File: src/rtl/ir_sequencer.sv
// Instruction-issue sequencer for the MIPS_uP IR/p interface: buffers host instructions,
// holds each on IR for a fixed execution window, then returns the sampled p with a handshake.
module ir_sequencer #(
  parameter int INS_WIDTH = 32,
  parameter int ALU_WIDTH = 37,
  parameter int DEPTH = 8,
  parameter int EXEC_CYCLES = 4,
  parameter logic [INS_WIDTH-1:0] NOP_WORD = '0
) (
  input  logic                 clk,
  input  logic                 rst_n,
  input  logic [INS_WIDTH-1:0] ins_data,
  input  logic                 ins_valid,
  output logic                 ins_ready,
  input  logic                 start,
  output logic                 busy,
  output logic                 done,
  output logic [INS_WIDTH-1:0] IR,
  input  logic [ALU_WIDTH-1:0] p,
  output logic [ALU_WIDTH-1:0] res_data,
  output logic [7:0]           res_tag,
  output logic                 res_valid,
  input  logic                 res_ready
);

  localparam int AW = (DEPTH > 1) ? $clog2(DEPTH) : 1;
  localparam int CW = (EXEC_CYCLES > 1) ? $clog2(EXEC_CYCLES) : 1;
  localparam logic [AW:0]   FULL_CNT  = (AW + 1)'(DEPTH);
  localparam logic [CW-1:0] EXEC_LOAD = CW'(EXEC_CYCLES - 1);

  typedef enum logic [1:0] {IDLE, ISSUE, EXEC, RESULT} state_t;

  state_t state, state_nxt;

  logic [INS_WIDTH-1:0] mem [DEPTH];
  logic [AW-1:0]        wr_ptr, rd_ptr;
  logic [AW:0]          count;
  logic                 full, empty, push, pop;
  logic                 capture, take;
  logic [CW-1:0]        exec_cnt;
  logic [7:0]           tag_ctr, cur_tag;

  assign full      = (count == FULL_CNT);
  assign empty     = (count == '0);
  assign ins_ready = !full;
  assign push      = ins_valid && ins_ready;

  // Instruction FIFO: storage carries no reset, only pointers and occupancy do.
  always_ff @(posedge clk) begin
    if (push) mem[wr_ptr] <= ins_data;
  end

  always_ff @(posedge clk or negedge rst_n) begin
    if (!rst_n) begin
      wr_ptr <= '0;
      rd_ptr <= '0;
      count  <= '0;
    end else begin
      if (push) wr_ptr <= wr_ptr + 1'b1;
      if (pop)  rd_ptr <= rd_ptr + 1'b1;
      if (push && !pop)      count <= count + 1'b1;
      else if (!push && pop) count <= count - 1'b1;
    end
  end

  always_ff @(posedge clk or negedge rst_n) begin
    if (!rst_n) state <= IDLE;
    else        state <= state_nxt;
  end

  always_comb begin
    state_nxt = state;
    case (state)
      IDLE:    if (start && !empty) state_nxt = ISSUE;
      ISSUE:   state_nxt = EXEC;
      EXEC:    if (exec_cnt == '0) state_nxt = RESULT;
      RESULT:  if (res_ready) state_nxt = empty ? IDLE : ISSUE;
      default: state_nxt = IDLE;
    endcase
  end

  always_comb begin
    busy    = (state != IDLE);
    pop     = (state == ISSUE);
    capture = (state == EXEC) && (exec_cnt == '0);
    take    = (state == RESULT) && res_ready;
  end

  // Issue / execute / result registers; tag is latched at issue and published at capture.
  always_ff @(posedge clk or negedge rst_n) begin
    if (!rst_n) begin
      IR        <= NOP_WORD;
      res_data  <= '0;
      res_tag   <= '0;
      res_valid <= 1'b0;
      done      <= 1'b0;
      exec_cnt  <= '0;
      tag_ctr   <= '0;
      cur_tag   <= '0;
    end else begin
      done <= take && empty;
      if (pop) begin
        IR       <= mem[rd_ptr];
        cur_tag  <= tag_ctr;
        tag_ctr  <= tag_ctr + 1'b1;
        exec_cnt <= EXEC_LOAD;
      end else if (capture) begin
        res_data  <= p;
        res_tag   <= cur_tag;
        res_valid <= 1'b1;
        IR        <= NOP_WORD;
      end else if (state == EXEC) begin
        exec_cnt <= exec_cnt - 1'b1;
      end
      if (take) res_valid <= 1'b0;
    end
  end

endmodule
File: config.mk
export PLATFORM = sky130hd
export DESIGN_NAME = ir_sequencer
export DESIGN_NICKNAME = d
export VERILOG_FILES = /design/src/rtl/ir_sequencer.sv
export SDC_FILE = /design/constraint.sdc
export NUM_CORES = 1
export LEC_CHECK = 0
export CAP_MARGIN = 20
export CORE_ASPECT_RATIO = 1.4
export CORE_MARGIN = 3
export CORE_UTILIZATION = 42
export CTS_BUF_LIST = sky130_fd_sc_hd__clkbuf_16
export DETAILED_ROUTE_END_ITERATION = 10
export HOLD_SLACK_MARGIN = 0.03
export PLACE_DENSITY_LB_ADDON = 0.3
export SLEW_MARGIN = 20
export SYNTH_ARGS = -nofsm -noshare
export SYNTH_HDL_FRONTEND = slang
export SYNTH_SLANG_ARGS = --single-unit
File: constraint.sdc
create_clock -name clk -period 4.2 [get_ports clk]
set_input_delay 0.84 -clock clk [delete_from_list [all_inputs] [get_ports clk]]
set_output_delay 0.84 -clock clk [all_outputs]
set_load 0.005 [all_outputs]
==> flow_metrics.py, run 1 <==
# Auto-generated metrics
metrics = {
    "run_status": {
        "outcome": "complete, no violations",
    },
    "detailed_routing": {
        "wl_met3_um": 1480,
        "route.met2.wl_um": 14200,
        "post_drt_wl_per_cell_um": 19.4,
        "highest_layer": "met5",
        "ant_nets": 0,
        "route.detailed.drc": 0,
        "totalWireLength_um": 27500,
        "vias": 7347,
        "dr.pass1.iters": 5,
        "avgViaCountPerCell": 5.18,
    },
    "setup_path": {
        "timing.critical_path.from": "count[0]",
        "slowest_stage": "or4b_4",
        "crit_path_end_kind": "primary output",
        "rr_endpoint": "count[3]",
        "rr_startpoint": "count[0]",
        "slowest_delay_ps": 560,
        "cp_num_cells": 2,
        "reg2reg_slack_ps": 1360,
        "path_delay_family": "simple AND/OR/NAND/NOR gates",
        "crit_path_max_fanout": 6,
        "startpoint_type": "flip-flop",
        "worst_ep_required_time_ps": 3360,
    },
    "synthesis": {
        "adder_share_pct": 1.22,
        "synthMuxAreaShare_pct": 14.4,
        "avgSynthCellArea_um2": 17.9,
        "synth-seq-cells": 365,
        "top_cells_by_area": "edfxtp_1, dfrtp_1, mux4_2, mux2i_1, mux2_2",
        "synth-edff-count": 256,
        "yosys_area_um2": 14000,
        "synth_area_leader_cell": "edfxtp_1",
        "synth_area_um2": 14000,
        "ys_sh_simple_pct": 3.20,
        "netlist_instances": 782,
    },
    "place": {
        "place_hpwl_um": 17000,
        "place_area_um2": 16100,
        "pre_cts_ws_ps": 1120,
        "gp_congestion": 0.723,
    },
    "clock_tree": {
        "cts_tree": "done",
        "cts_max_level": 2,
        "cts_setup_buffers": 0,
        "cts_resized": 0,
        "clk_latency_ps": 530,
    },
    "cells_and_area": {
        "reg.largest.list": "mem x256, res_data x37, IR x32",
        "comb_share_pct": 19.6,
        "finalNetCount": 1039,
        "layoutNonFillerInstCount": 1418,
        "largest_register_ff_count": 256,
        "buffer_area_share_pct": 10.1,
        "mostFrequentLayoutCell": "edfxtp_1",
        "inverters": 10,
        "seq_cell_count": 365,
        "regMostFlops": "mem",
    },
    "global_route": {
        "grt_pass1_vias": 7850,
        "grt_max_degree": 63,
        "antenna_found_initial": 1,
    },
    "power": {
        "internal-power_mw": 8.44,
        "p_clk_share_pct": 25.2,
        "vdd_drop_max_mv": 0.288,
        "p_sw_share_pct": 29.7,
        "combPwrFrac_pct": 31.1,
    },
    "sta": {
        "setup_viol": 0,
        "skew_ps": 20.2,
        "worst_slew_pin_slew_ps": 875,
        "grt_setup_unrepaired": "false",
        "fin_crit_sh_pct": 67.6,
        "hold_viol_final": 0,
    },
    "floorplan": {
        "coreArea_um2": 32600,
        "die_width_um": 160,
        "dieArea_um2": 35600,
        "taps": 440,
    },
    "flow_run": {
        "warnings": 30,
    },
    "worst_hold_path": {
        "hp-class": "primary input to asynchronous set/reset pin",
    },
}
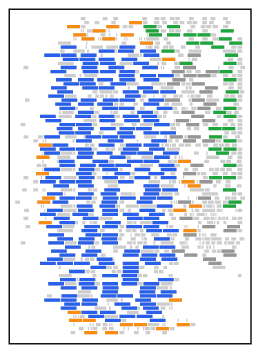
Figure 1: run 1, where the registers sit.
(1.5 px per um)
- `IR`: orange (placed flops 32)
- `mem`: blue (placed flops 256)
- `res_data`: green (placed flops 37)
- not colored: 40
flip-flop and latch area: 10400 um2
Seq. pwr: 5.25 mW
sequential share of cell area: 60.5%
post-layout util: 52.9%

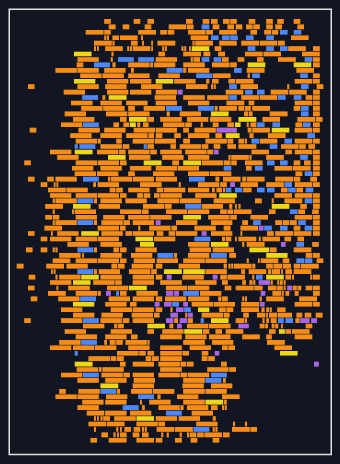
Figure 2: run 1, sizing map.
(2 px per um)
- x6 and larger: yellow (cells 45; share 4.6%)
- x2: blue (cells 98; share 10%)
- x1 and smaller: orange (cells 804; share 82%)
- x3 and x4: purple (cells 31; share 3.2%)
Final Cell Area: 17200 um2
Area Overhead vs Synth: 23.2%
non-clock buffer count: 175
Setup WS post-layout: 1360 ps

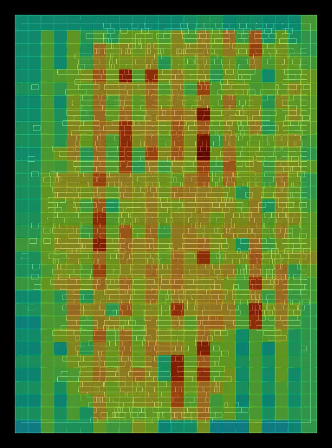
Figure 3: run 1, routing congestion map.
GR Layer Usage met1: 18.9%
met3 GRT Util: 3.49%

Figure 4. Metal 2 (run 1).
(1.5 px per um)
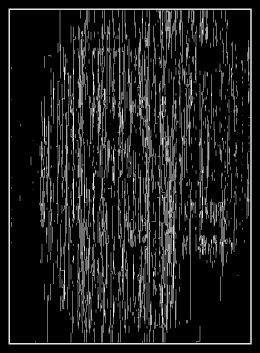

==> run 2: changes to the inputs <==
==> constraint.sdc (replaced) <==
create_clock -name clk -period 2.75 [get_ports clk]
set_input_delay 0.55 -clock clk [delete_from_list [all_inputs] [get_ports clk]]
set_output_delay 0.55 -clock clk [all_outputs]
set_load 0.005 [all_outputs]
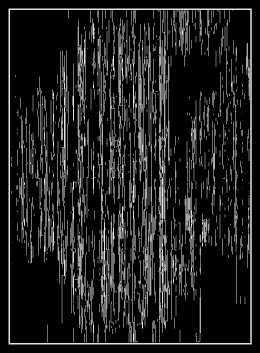
Figure 5: run 2, metal 2.
(1.5 px per um)
- share of all routed wire: 52%
- longest straight run: 69.9 um
- wire length on this layer: 14600 um
- main direction: vertical
- nets with wire on the layer: 916
DR vias: 7435
met2 GRT Util: 27.8%
Post-Route WL: 28000 um

==> run 2 against run 1 <==
  * First-iteration DRC count is 13% higher
  * Core utilization up 1.1 points
  * Synthesized cell count is the same
  * Combinational power up 64%
  * Setup slack lost 1100 ps
  * Non-clock buffer count grew 17
  * Count of clock-buffer cells in the layout grew 5
  * Sequential power is about 50% higher
  * Synthesized area did not move
  * Worst hold slack better by 68 ps
  * Die area unchanged
==> flow_metrics.py, run 2 <==
# Auto-generated metrics
metrics = {
    "flow_run": {
        "warnings": 31,
    },
    "run_status": {
        "outcome": "complete, no violations",
    },
    "sta": {
        "worst_slew_pin_slew_ps": 588,
        "fin_crit_sh_pct": 90.3,
        "hold_viol_final": 0,
        "grt_setup_unrepaired": "false",
        "setup_viol": 0,
        "skew_ps": 13.7,
    },
    "setup_path": {
        "startpoint_type": "flip-flop",
        "rr_endpoint": "count[3]",
        "crit_path_max_fanout": 5,
        "rr_startpoint": "count[2]",
        "slowest_stage": "or4b_4",
        "path_delay_family": "AND-OR/OR-AND gates",
        "worst_ep_required_time_ps": 3140,
        "reg2reg_slack_ps": 270,
        "crit_path_end_kind": "flip-flop",
        "cp_num_cells": 8,
    },
    "synthesis": {
        "synth-seq-cells": 365,
        "synthMuxAreaShare_pct": 14.4,
        "netlist_instances": 782,
        "synth-edff-count": 256,
        "avgSynthCellArea_um2": 17.9,
        "yosys_area_um2": 14000,
        "synth_area_leader_cell": "edfxtp_1",
        "top_cells_by_area": "edfxtp_1, dfrtp_1, mux4_2, mux2i_1, mux2_2",
        "ys_sh_simple_pct": 3.20,
        "synth_area_um2": 14000,
    },
    "detailed_routing": {
        "post_drt_wl_per_cell_um": 19.5,
        "highest_layer": "met4",
        "route.met2.wl_um": 14600,
        "wl_met3_um": 1650,
        "ant_nets": 0,
    },
    "clock_tree": {
        "cts_resized": 0,
        "cts_max_level": 2,
        "cts_tree": "done",
        "cts_setup_buffers": 0,
    },
    "worst_hold_path": {
        "hp-class": "flip-flop to flip-flop",
    },
    "cells_and_area": {
        "register_area_um2": 10400,
        "inverters": 10,
        "area_growth_pct": 25.7,
        "reg.largest.list": "mem x256, res_data x37, IR x32",
        "buffer_area_share_pct": 11.2,
        "mostFrequentLayoutCell": "edfxtp_1",
        "seq_share_pct": 59.3,
        "finalNetCount": 1057,
        "fin_area_um2": 17600,
        "layoutNonFillerInstCount": 1437,
    },
    "power": {
        "seq_cell_power_mw": 7.87,
        "vdd_drop_max_mv": 0.649,
        "internal-power_mw": 13.4,
        "p_clk_share_pct": 26.3,
        "combPwrFrac_pct": 32.2,
    },
    "place": {
        "pre_cts_ws_ps": 157,
        "place_area_um2": 16400,
        "gp_congestion": 0.714,
    },
    "floorplan": {
        "taps": 440,
        "coreArea_um2": 32600,
        "dieArea_um2": 35600,
    },
    "global_route": {
        "grt_pass1_vias": 7887,
    },
}
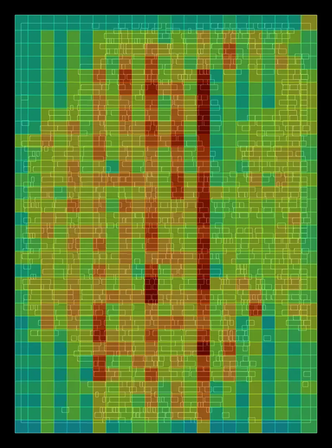
Figure 6: run 2, routing congestion map.
met3 GRT Util: 3.55%
busiest grt layer: met2
Total GRT Usage: 16.1%
post-layout util: 53.9%

==> run 3: changes to the inputs <==
--- a/config.mk
+++ b/config.mk
@@ -13,7 +13,7 @@
 export DETAILED_ROUTE_END_ITERATION = 10
 export HOLD_SLACK_MARGIN = 0.03
 export PLACE_DENSITY_LB_ADDON = 0.3
-export SLEW_MARGIN = 20
+export SLEW_MARGIN = 5
 export SYNTH_ARGS = -nofsm -noshare
 export SYNTH_HDL_FRONTEND = slang
 export SYNTH_SLANG_ARGS = --single-unit
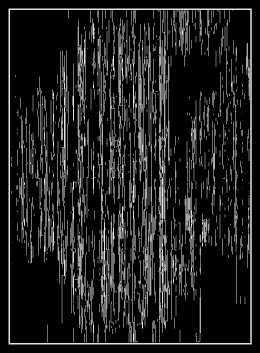
Figure 7: run 3, metal 2.
(1.5 px per um)
- wire length on this layer: 14600 um
- nets with wire on the layer: 916
- longest straight run: 69.9 um
- main direction: vertical

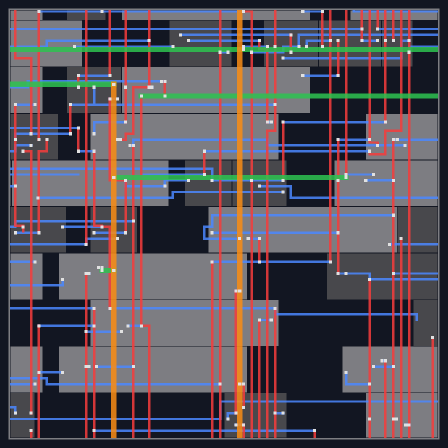
Figure 8: run 3, a small window of the routed layout.
Window x 68 to 93, y 98 to 123 um. Cells in gray, sequential cells in the stronger gray; small squares are vias.
- M4: orange
- M1: blue
- M2: red
- M3: green
- netlist names of flops here include: `mem` (8), `rd_ptr` (1)
- most frequent: edfxtp_1 (8), mux2i_1 (4)
- sequential cells in the window: 9
- cells with their middle in the window: 22

==> run 3 against run 2 <==
  * Combinational power hardly changed
  * Critical path depth unchanged
  * Sequential power about the same
  * Critical endpoint unchanged
  * Highest routed layer unchanged
  * Maximum frequency did not move
  * Synthesized cell count unchanged
  * Routed wire length unchanged
  * Setup slack stayed put
  * Clock skew unchanged
==> flow_metrics.py, run 3 <==
# Auto-generated metrics
metrics = {
    "cells_and_area": {
        "regMostFlops": "mem",
        "comb_share_pct": 19.3,
        "seq_share_pct": 59.3,
        "area_growth_pct": 25.7,
        "buffer_area_share_pct": 11.2,
        "layoutNonFillerInstCount": 1437,
        "n_fill_cell": 2606,
        "finish.utilization_pct": 53.9,
        "register_area_um2": 10400,
        "largest_register_ff_count": 256,
        "finalNetCount": 1057,
        "clkCellAreaFrac_pct": 6.88,
        "diodes": 1,
        "final_cell_mix": "edfxtp_1, clkdlybuf4s50_1, dfrtp_1, nand2_1, mux2i_1",
        "seq_cell_count": 365,
        "fin_area_um2": 17600,
        "inverters": 10,
        "drive_gt1_share_pct": 19.4,
        "mostFrequentLayoutCell": "edfxtp_1",
        "dominant_cells": "registers",
        "reg.largest.list": "mem x256, res_data x37, IR x32",
        "signal_buffers": 192,
    },
    "floorplan": {
        "dieArea_um2": 35600,
        "die_width_um": 160,
        "taps": 440,
        "rows": 78,
        "coreArea_um2": 32600,
        "fp-utilization_pct": 42.9,
        "die_h_um": 222,
    },
    "clock_tree": {
        "clock_path_buffers": 3,
        "cts_max_level": 2,
        "cts_sinks": 365,
        "clk_latency_ps": 520,
        "clkTransAtPathRegs_ps": 60,
        "cts_resized": 0,
        "cts_tree": "done",
        "cts_root_buffer": "clkbuf_16",
        "cts_made_buffers": 35,
        "cts_setup_buffers": 0,
    },
    "synthesis": {
        "yosys_warnings": 0,
        "synth_area_um2": 14000,
        "adder_share_pct": 1.22,
        "synthMuxAreaShare_pct": 14.4,
        "synthTopLogicFamily": "multiplexers",
        "ys_types": 40,
        "common_cells": "edfxtp_1, dfrtp_1, nand2_1, mux2i_1, mux2_2",
        "yosysMostFrequentCell": "edfxtp_1",
        "netlist_instances": 782,
        "xor_share_pct": 0.814,
        "yosys_area_um2": 14000,
        "ys_seq_share_pct": 74.5,
        "ys_sh_simple_pct": 3.20,
        "synth-seq-cells": 365,
        "synth_area_leader_cell": "edfxtp_1",
        "avgSynthCellArea_um2": 17.9,
        "top_area_share_pct": 55.0,
        "ys_cells": 782,
        "synthArstFlopShare_pct": 29.9,
        "aoi_share_pct": 4.02,
        "top_cells_by_area": "edfxtp_1, dfrtp_1, mux4_2, mux2i_1, mux2_2",
        "synth-edff-count": 256,
    },
    "power": {
        "p_clk_share_pct": 26.3,
        "p_sw_share_pct": 29.4,
        "combinationalPower_mw": 6.10,
        "vdd_drop_max_mv": 0.649,
        "p_switching_mw": 5.57,
        "seqPwrFrac_pct": 41.5,
        "leakage_nw": 6.55,
        "internal-power_mw": 13.4,
        "pg_clk_mw": 4.98,
        "combPwrFrac_pct": 32.2,
        "seq_cell_power_mw": 7.87,
    },
    "flow_run": {
        "maxCapViolations": 0,
        "warnings": 31,
    },
    "global_route": {
        "use_met2_pct": 27.8,
        "antenna_found_initial": 1,
        "gr-usage-met3_pct": 3.55,
        "grt_max_degree": 56,
        "gr-usage-all-layers_pct": 16.1,
        "grt_pass1_vias": 7887,
        "grt.met1_usage_pct": 19.2,
        "grt-ovfl-total": 0,
        "grt_busiest_layer": "met2",
        "grt_pass1_wl_um": 44600,
    },
    "setup_path": {
        "crit_path_end_kind": "flip-flop",
        "reg2reg_slack_ps": 270,
        "crit_end": "count[3]",
        "crit_path_max_fanout": 5,
        "rr_startpoint": "count[2]",
        "worst_ep_required_time_ps": 3140,
        "slowest_stage": "or4b_4",
        "critical_path_class": "flip-flop to flip-flop",
        "path_delay_family": "AND-OR/OR-AND gates",
        "rr_worst_depth": 8,
        "cpMostUsedCell": "ha_1",
        "cp_num_cells": 8,
        "arrival_ps": 2880,
        "worst-path-buf-inv": 1,
        "startpoint_type": "flip-flop",
        "path_cells": "or4b_4 > and2_4 > ha_1 > inv_1 > ha_1 > a21o_2 > a2111oi_0 > o31ai_1",
        "timing.critical_path.from": "count[2]",
        "rr_endpoint": "count[3]",
        "slowest_delay_ps": 500,
    },
    "detailed_routing": {
        "highest_layer": "met4",
        "route.met2.wl_um": 14600,
        "dr.first_iter.drc_count": 424,
        "vias": 7435,
        "route.detailed.drc": 0,
        "wl_met3_um": 1650,
        "ant_nets": 0,
        "avgViaCountPerCell": 5.17,
        "post_drt_wl_per_cell_um": 19.5,
        "dr.pass1.iters": 4,
        "totalWireLength_um": 28000,
    },
    "place": {
        "gp_congestion": 0.714,
        "portBuffers": 154,
        "place_area_um2": 16400,
        "place_hpwl_um": 17600,
        "dp_cells": 1372,
        "pre_cts_ws_ps": 157,
    },
    "worst_hold_path": {
        "hold_path_depth": 1,
        "hp-start": "tag_ctr[7]",
        "hp-class": "flip-flop to flip-flop",
    },
    "sta": {
        "tns_ps": 0,
        "worst_slew_pin_slew_ps": 588,
        "hold_viol_final": 0,
        "setup_slack_ps": 266,
        "skew_ps": 13.7,
        "fin_crit_ps": 2480,
        "holdWs_ps": 468,
        "setup_viol": 0,
        "slew_headroom_pct": 60.4,
        "fin_crit_sh_pct": 90.3,
        "grt_setup_unrepaired": "false",
        "maxSlewViolCount": 0,
    },
    "run_status": {
        "outcome": "complete, no violations",
    },
}
Power figures rest on the tool's default switching activity, not on a simulated workload.
